### src/rtl/vga_pkg.sv
// Shared VGA definitions: default 640x480@60 timing, derived totals, coordinate and
// colour widths, and a window-decode helper used by the raster timing block.
package vga_pkg;

  localparam int unsigned HDisplay = 640;
  localparam int unsigned HFront   = 16;
  localparam int unsigned HSync    = 96;
  localparam int unsigned HBack    = 48;
  localparam int unsigned VDisplay = 480;
  localparam int unsigned VFront   = 10;
  localparam int unsigned VSync    = 2;
  localparam int unsigned VBack    = 33;

  localparam int unsigned HTotal = HDisplay + HFront + HSync + HBack;
  localparam int unsigned VTotal = VDisplay + VFront + VSync + VBack;

  localparam int unsigned CoordW = 10;
  localparam int unsigned ColorW = 6;

  typedef logic [CoordW-1:0] coord_t;
  typedef logic [ColorW-1:0] color_t;

  // True when lo <= pos < lo + len.
  function automatic logic in_window(coord_t pos, int unsigned lo, int unsigned len);
    logic [31:0] p;
    p = 32'(pos);
    return (p >= lo) && (p < lo + len);
  endfunction

endpackage

### src/rtl/pipe_delay.sv
// Fixed-latency shift register with asynchronous active-high reset.
//   clk, rst : clock and reset (reset loads RESET_VALUE into every stage)
//   data_i   : input word
//   data_o   : data_i delayed by DEPTH clocks
//   prev_o   : data_i delayed by DEPTH-1 clocks (data_i itself when DEPTH is 1)
module pipe_delay #(
  parameter int unsigned     WIDTH       = 1,
  parameter int unsigned     DEPTH       = 1,
  parameter logic [WIDTH-1:0] RESET_VALUE = '0
) (
  input  logic             clk,
  input  logic             rst,
  input  logic [WIDTH-1:0] data_i,
  output logic [WIDTH-1:0] data_o,
  output logic [WIDTH-1:0] prev_o
);

  logic [DEPTH-1:0][WIDTH-1:0] stage_q, stage_d;

  always_comb begin
    stage_d    = stage_q;
    stage_d[0] = data_i;
    for (int i = 1; i < int'(DEPTH); i++) begin
      stage_d[i] = stage_q[i-1];
    end
  end

  always_ff @(posedge clk or posedge rst) begin
    if (rst) begin
      stage_q <= {DEPTH{RESET_VALUE}};
    end else begin
      stage_q <= stage_d;
    end
  end

  assign data_o = stage_q[DEPTH-1];

  if (DEPTH == 1) begin : g_prev_direct
    assign prev_o = data_i;
  end else begin : g_prev_stage
    assign prev_o = stage_q[DEPTH-2];
  end

endmodule

### src/rtl/vga_timing.sv
// Raster timing and output stage.
//   clk, rst     : pixel clock, asynchronous active-high reset
//   hpos, vpos   : current raster coordinate
//   frame        : frame counter, increments when the raster wraps to (0,0)
//   line_start   : hpos == 0;  frame_start : hpos == 0 and vpos == 0
//   rrggbb_in    : upstream colour, valid PIPE_DEPTH-1 clocks after its coordinate
//   hsync, vsync : sync pulses delayed PIPE_DEPTH clocks, polarity from SYNC_NEG
//   display_on   : visible-area flag delayed PIPE_DEPTH clocks
//   rrggbb       : registered colour, zero outside the visible area
module vga_timing
  import vga_pkg::*;
#(
  parameter int unsigned H_DISPLAY  = HDisplay,
  parameter int unsigned H_FRONT    = HFront,
  parameter int unsigned H_SYNC     = HSync,
  parameter int unsigned H_BACK     = HBack,
  parameter int unsigned V_DISPLAY  = VDisplay,
  parameter int unsigned V_FRONT    = VFront,
  parameter int unsigned V_SYNC     = VSync,
  parameter int unsigned V_BACK     = VBack,
  parameter bit          SYNC_NEG   = 1'b1,
  parameter int unsigned PIPE_DEPTH = 2
) (
  input  logic              clk,
  input  logic              rst,
  output logic [CoordW-1:0] hpos,
  output logic [CoordW-1:0] vpos,
  output logic [15:0]       frame,
  output logic              line_start,
  output logic              frame_start,
  input  logic [ColorW-1:0] rrggbb_in,
  output logic              hsync,
  output logic              vsync,
  output logic              display_on,
  output logic [ColorW-1:0] rrggbb
);

  localparam int unsigned H_TOTAL = H_DISPLAY + H_FRONT + H_SYNC + H_BACK;
  localparam int unsigned V_TOTAL = V_DISPLAY + V_FRONT + V_SYNC + V_BACK;
  localparam coord_t      HMax    = coord_t'(H_TOTAL - 1);
  localparam coord_t      VMax    = coord_t'(V_TOTAL - 1);

  coord_t      hpos_q, hpos_d;
  coord_t      vpos_q, vpos_d;
  logic [15:0] frame_q, frame_d;
  color_t      rrggbb_q, rrggbb_d;

  always_comb begin
    hpos_d  = hpos_q + 1'b1;
    vpos_d  = vpos_q;
    frame_d = frame_q;
    if (hpos_q == HMax) begin
      hpos_d = '0;
      if (vpos_q == VMax) begin
        vpos_d  = '0;
        frame_d = frame_q + 1'b1;
      end else begin
        vpos_d = vpos_q + 1'b1;
      end
    end
  end

  always_ff @(posedge clk or posedge rst) begin
    if (rst) begin
      hpos_q  <= '0;
      vpos_q  <= '0;
      frame_q <= '0;
    end else begin
      hpos_q  <= hpos_d;
      vpos_q  <= vpos_d;
      frame_q <= frame_d;
    end
  end

  assign hpos        = hpos_q;
  assign vpos        = vpos_q;
  assign frame       = frame_q;
  assign line_start  = (hpos_q == '0);
  assign frame_start = (hpos_q == '0) && (vpos_q == '0);

  // Stage-0 decode, bit order {hs_act, vs_act, vis}.
  logic [2:0] raw, dly, dly_prev;

  always_comb begin
    raw[2] = in_window(hpos_q, H_DISPLAY + H_FRONT, H_SYNC);
    raw[1] = in_window(vpos_q, V_DISPLAY + V_FRONT, V_SYNC);
    raw[0] = (32'(hpos_q) < H_DISPLAY) && (32'(vpos_q) < V_DISPLAY);
  end

  pipe_delay #(
    .WIDTH      (3),
    .DEPTH      (PIPE_DEPTH),
    .RESET_VALUE(3'b000)
  ) u_sync_delay (
    .clk   (clk),
    .rst   (rst),
    .data_i(raw),
    .data_o(dly),
    .prev_o(dly_prev)
  );

  // The colour register is the final stage, so it gates with vis one stage early.
  always_comb begin
    rrggbb_d = dly_prev[0] ? rrggbb_in : '0;
  end

  always_ff @(posedge clk or posedge rst) begin
    if (rst) begin
      rrggbb_q <= '0;
    end else begin
      rrggbb_q <= rrggbb_d;
    end
  end

  assign hsync      = dly[2] ^ SYNC_NEG;
  assign vsync      = dly[1] ^ SYNC_NEG;
  assign display_on = dly[0];
  assign rrggbb     = rrggbb_q;

endmodule
### config.mk
export PLATFORM = sky130hd
export DESIGN_NAME = vga_timing
export DESIGN_NICKNAME = d
export VERILOG_FILES = /design/src/rtl/vga_pkg.sv /design/src/rtl/pipe_delay.sv /design/src/rtl/vga_timing.sv
export SDC_FILE = /design/constraint.sdc
export NUM_CORES = 1
export LEC_CHECK = 0
export ABC_AREA = 1
export CORE_ASPECT_RATIO = 1.75
export CORE_MARGIN = 5
export CORE_UTILIZATION = 46
export DETAILED_ROUTE_END_ITERATION = 16
export PLACE_DENSITY = 0.78
export REMOVE_ABC_BUFFERS = 1
export SLEW_MARGIN = 10
export SYNTH_ARGS = -nofsm -noshare
export SYNTH_HDL_FRONTEND = slang
export SYNTH_SLANG_ARGS = --single-unit
### constraint.sdc
create_clock -name clk -period 1.7 [get_ports clk]
set_input_delay 0.255 -clock clk [delete_from_list [all_inputs] [get_ports clk]]
set_output_delay 0.255 -clock clk [all_outputs]
set_load 0.01 [all_outputs]
==> run_1/power_grid.png <==
The bar under the picture is 20 um long. Pins as bars on the die edge.
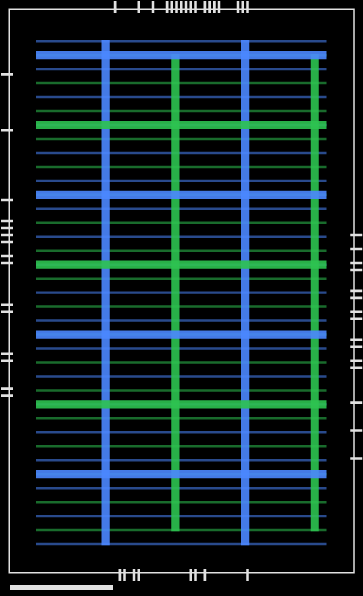
Blue is VSS. Green is VDD.
37 met1 rails follow the rows. 7 straps on met5.

==> run_1/io_fan.png <==
The bar under the picture is 20 um long.
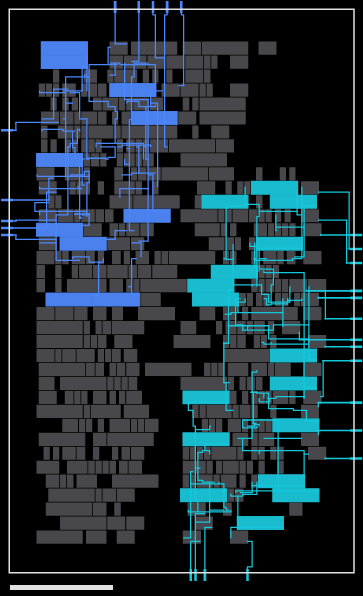
Blue is vpos, bits 10, direction output, edge 5 top, 5 left, end cells 10, buffers 21, wire 605 um. Cyan is frame, bits 16, direction output, edge 12 right, 4 bottom, end cells 16, buffers 16, wire 737 um.

==> impl_metrics.json, run 1 <==
{
  "status": "finished with violations",
  "violations": "setup timing",
  "cts_buffers": 5,
  "path_clk_slew_ns": 0.09,
  "r2r_cells": 10,
  "worst_pin_slew_ns": 0.464,
  "edf_count": 0,
  "yosysTopAreaCell": "dfrtp_1",
  "ys_seq_share_pct": 46.2,
  "ys_cells": 331,
  "setup_slack_ns": -0.0867,
  "fp.dieH_um": 109,
  "required_ns": 1.44,
  "yosysTopAreaCellShare_pct": 46.2,
  "setup_viol": 11,
  "ctsHoldBuffers": 0,
  "sh_comb_area_pct": 33.4,
  "cts_sinks": 48,
  "yosys.area_share.simple_pct": 32.7,
  "p_per_area_nw_per_um2": 572,
  "synthArstFlopShare_pct": 100,
  "drcViolationCount": 0,
  "diodes": 0,
  "grt_max_degree": 23,
  "final_core_util_pct": 67.2,
  "clkbuf_count": 7,
  "r2r_setup_slack_ns": -0.02,
  "xor_share_pct": 5.06,
  "place_congestion": 0.881,
  "num_rows": 36,
  "layout-drive-gt1-share_pct": 16.5,
  "crit_family": "simple AND/OR/NAND/NOR gates",
  "fp_util_pct": 46.9,
  "first_pass_iters": 4,
  "cp-end-kind": "primary output"
}
==> run_1/placement_by_type.png <==
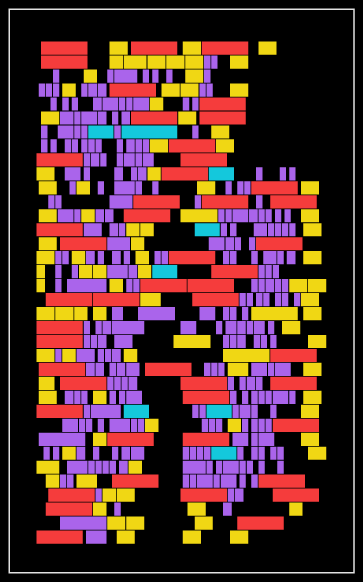
Yellow is other buffers and delay cells, cells 91, share of their area 24%. Red is flops, cells 48, share of their area 33%. Purple is combinational and other logic, cells 278, share of their area 39%. Cyan is clock drivers and dummy loads, cells 8, share of their area 3.5%.

run 1: what timing repair did:
| item | CTS | global route |
|---|---|---|
| setup buffers | 1 | 4 |
| cloned | 0 | 3 |
| pin swaps | 2 | 4 |
| gates resized | 13 | 16 |
| hold endpoints to repair | 0 | 0 |
| setup endpoints to repair | 2 | 31 |
run 1: metal layers:
| metal | global-route usage, % | wire length [um] | up-vias |
|---|---|---|---|
| li1 | - | - | 1209 |
| met1 | 19.7 | 2490 | 1160 |
| met2 | 36.2 | 3790 | 84 |
| met3 | 3.17 | 302 | 22 |
| met4 | 9.74 | 227 | 0 |
| met5 | 0 | 0 | - |
run 1: kinds of logic after synthesis:
group | Yosys count
AND/OR/NAND/NOR | 194
flip-flops | 48
buffers and inverters | 49
AND-OR/OR-AND | 19
XOR/XNOR | 15
adder cells (fa/ha/maj) | 6
run 1: power by group:
part	total (mW)	internal [mW]	switching (mW)	leakage (nW)
Clock	0.908	0.519	0.388	0.0645
Combinational	0.0708	0.0347	0.0361	1.21
Sequential	1.15	1.15	0.00201	0.632
run 1: placed cells by master, fill, tap and decap left out, types with 3 or more instances in the layout:
cell	instances
nand2_1	118
clkdlybuf4s50_1	49
dfrtp_1	48
inv_1	39
nor2_1	34
buf_4	30
xor2_1	14
nand3_1	13
o21ai_0	10
nor3_1	9
clkbuf_8	7
o21ai_2	4
nand4_1	4
ha_1	4
inv_2	3
nand3b_1	3
a21oi_1	3
buf_6	3
run 1: per-stage QoR:
stage | cell area (um^2) | hold slack (ns)
floorplan | 2540 | 0.331
global placement | 3440 | 0.332
detailed placement | 3440 | 0.337
CTS | 3580 | 0.281
global route | 3720 | 0.306
finish | 3720 | 0.284
--- run 2 (diff from run 1) ---
- ABC_AREA: 1 -> not set
- CORE_UTILIZATION: 46 -> 44
- PLACE_DENSITY: 0.78 -> 0.77
==> impl_metrics.json, run 2 <==
{
  "postCtsSetupBuffers": 10,
  "ys_cells": 205,
  "setup_slack_ns": -0.476,
  "violations": "setup timing",
  "ys_seq_share_pct": 53.8,
  "place_congestion": 0.872,
  "switchingPower_mw": 0.411,
  "setup_viol": 34,
  "path_clk_slew_ns": 0.09,
  "cts_sinks": 48,
  "cts_buffers": 5,
  "edf_count": 0,
  "p_sw_share_pct": 21.4,
  "highest_layer": "met4",
  "cp-end-kind": "primary output",
  "dr_wl_met2_mm": 3.65,
  "lay_top_count": "clkdlybuf4s50_1",
  "r2r_cells": 6,
  "fp_util_pct": 45.3,
  "layout-drive-gt1-share_pct": 30.7,
  "met3_length_um": 326,
  "fp.dieH_um": 104,
  "wl_met1_mm": 2.24,
  "ctsHoldBuffers": 0,
  "dpl-instance-area_um2": 3160,
  "lay_top_cells": "clkdlybuf4s50_1 (49), dfrtp_1 (47), buf_4 (38)",
  "status": "finished with violations",
  "diodes": 0,
  "num_rows": 34,
  "seqPwrFrac_pct": 59.7,
  "grt_max_degree": 49,
  "p_comb_share_pct": 3.5,
  "cts.repair.resized": 53,
  "p_per_area_nw_per_um2": 533,
  "yosysTopAreaCell": "dfrtp_1",
  "p_clk_share_pct": 36.8
}
==> run 2: final cells by class <==
type,count,area (um^2)
multi-input cells,144,1180
well taps,54,67.6
flip-flops and latches,48,1200
fillers,349,1320
clock buffers,7,86.3
clock inverters,1,7.51
repair buffers,107,1030
inverters,9,33.8
==> run 2: power groups by stage <==
stage	sequential [mW]	combinational, mW	clock, mW
finish	1.15	0.0666	0.708
CTS	1.15	0.0690	0.716
floorplan	1.18	0.0215	0
detailed placement	1.17	0.0691	0
global placement	1.17	0.0679	0
global route	1.15	0.0744	0.780
==> run 2: cell families (layout without fill, tap and decap cells) <==
logic type | after synthesis | count (layout) | share of synthesized area [%]
simple gates | 94 | 94 | 24.5
flops | 48 | 48 | 53.8
xor+xnor | 25 | 25 | 9.80
compound gates | 17 | 17 | 4.98
buf+inv | 13 | 124 | 2.58
fa+ha+maj | 6 | 6 | 3.36
mux | 2 | 2 | 1.01
==> run 2: per-stage QoR <==
| stage | setup TNS [ns] | std cells | hold slack (ns) | util, % | setup WS [ns] |
|---|---|---|---|---|---|
| final | -5.25 | 370 | 0.310 | 73.2 | -0.476 |
| after global routing | -7.80 | 370 | 0.328 | 73.2 | -0.544 |
| after CTS | -4.29 | 369 | 0.326 | 72.0 | -0.441 |
| after detailed placement | -8.84 | 353 | 0.335 | 64.1 | -0.563 |
| after global placement | -7.30 | 353 | 0.335 | 64.1 | -0.490 |
| after floorplan | -13.70 | 201 | 0.331 | - | -0.857 |
==> run 2: metal layers <==
| metal | GRT usage, % | vias to the layer above |
|---|---|---|
| li1 | - | 944 |
| met1 | 21.5 | 1007 |
| met2 | 36.1 | 73 |
| met3 | 3.89 | 9 |
| met4 | 7.88 | 0 |
| met5 | 0 | - |
==> run_2/congestion.png <==
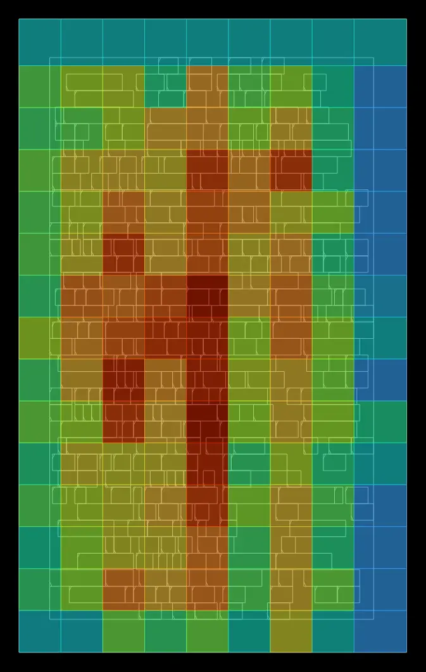
drt wl/cell: 17.1 um
Global Route met3 Usage: 3.89%
busiest grt layer: met2
gr usage total: 19.8%

==> run_2/cell_density.png <==
The bar under the picture is 20 um long. 6 x 10 tiles, from black (low) to pale yellow (high), 0 to 100% covered.
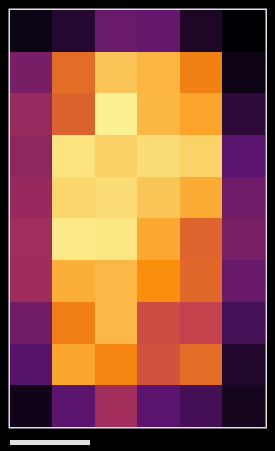
35% of the tiles are over 75% full. The densest ninth of the die: center. 1.7% of the tiles are nearly empty. The mean over all tiles is 53%.

Power is estimated from default activity; no workload was simulated.
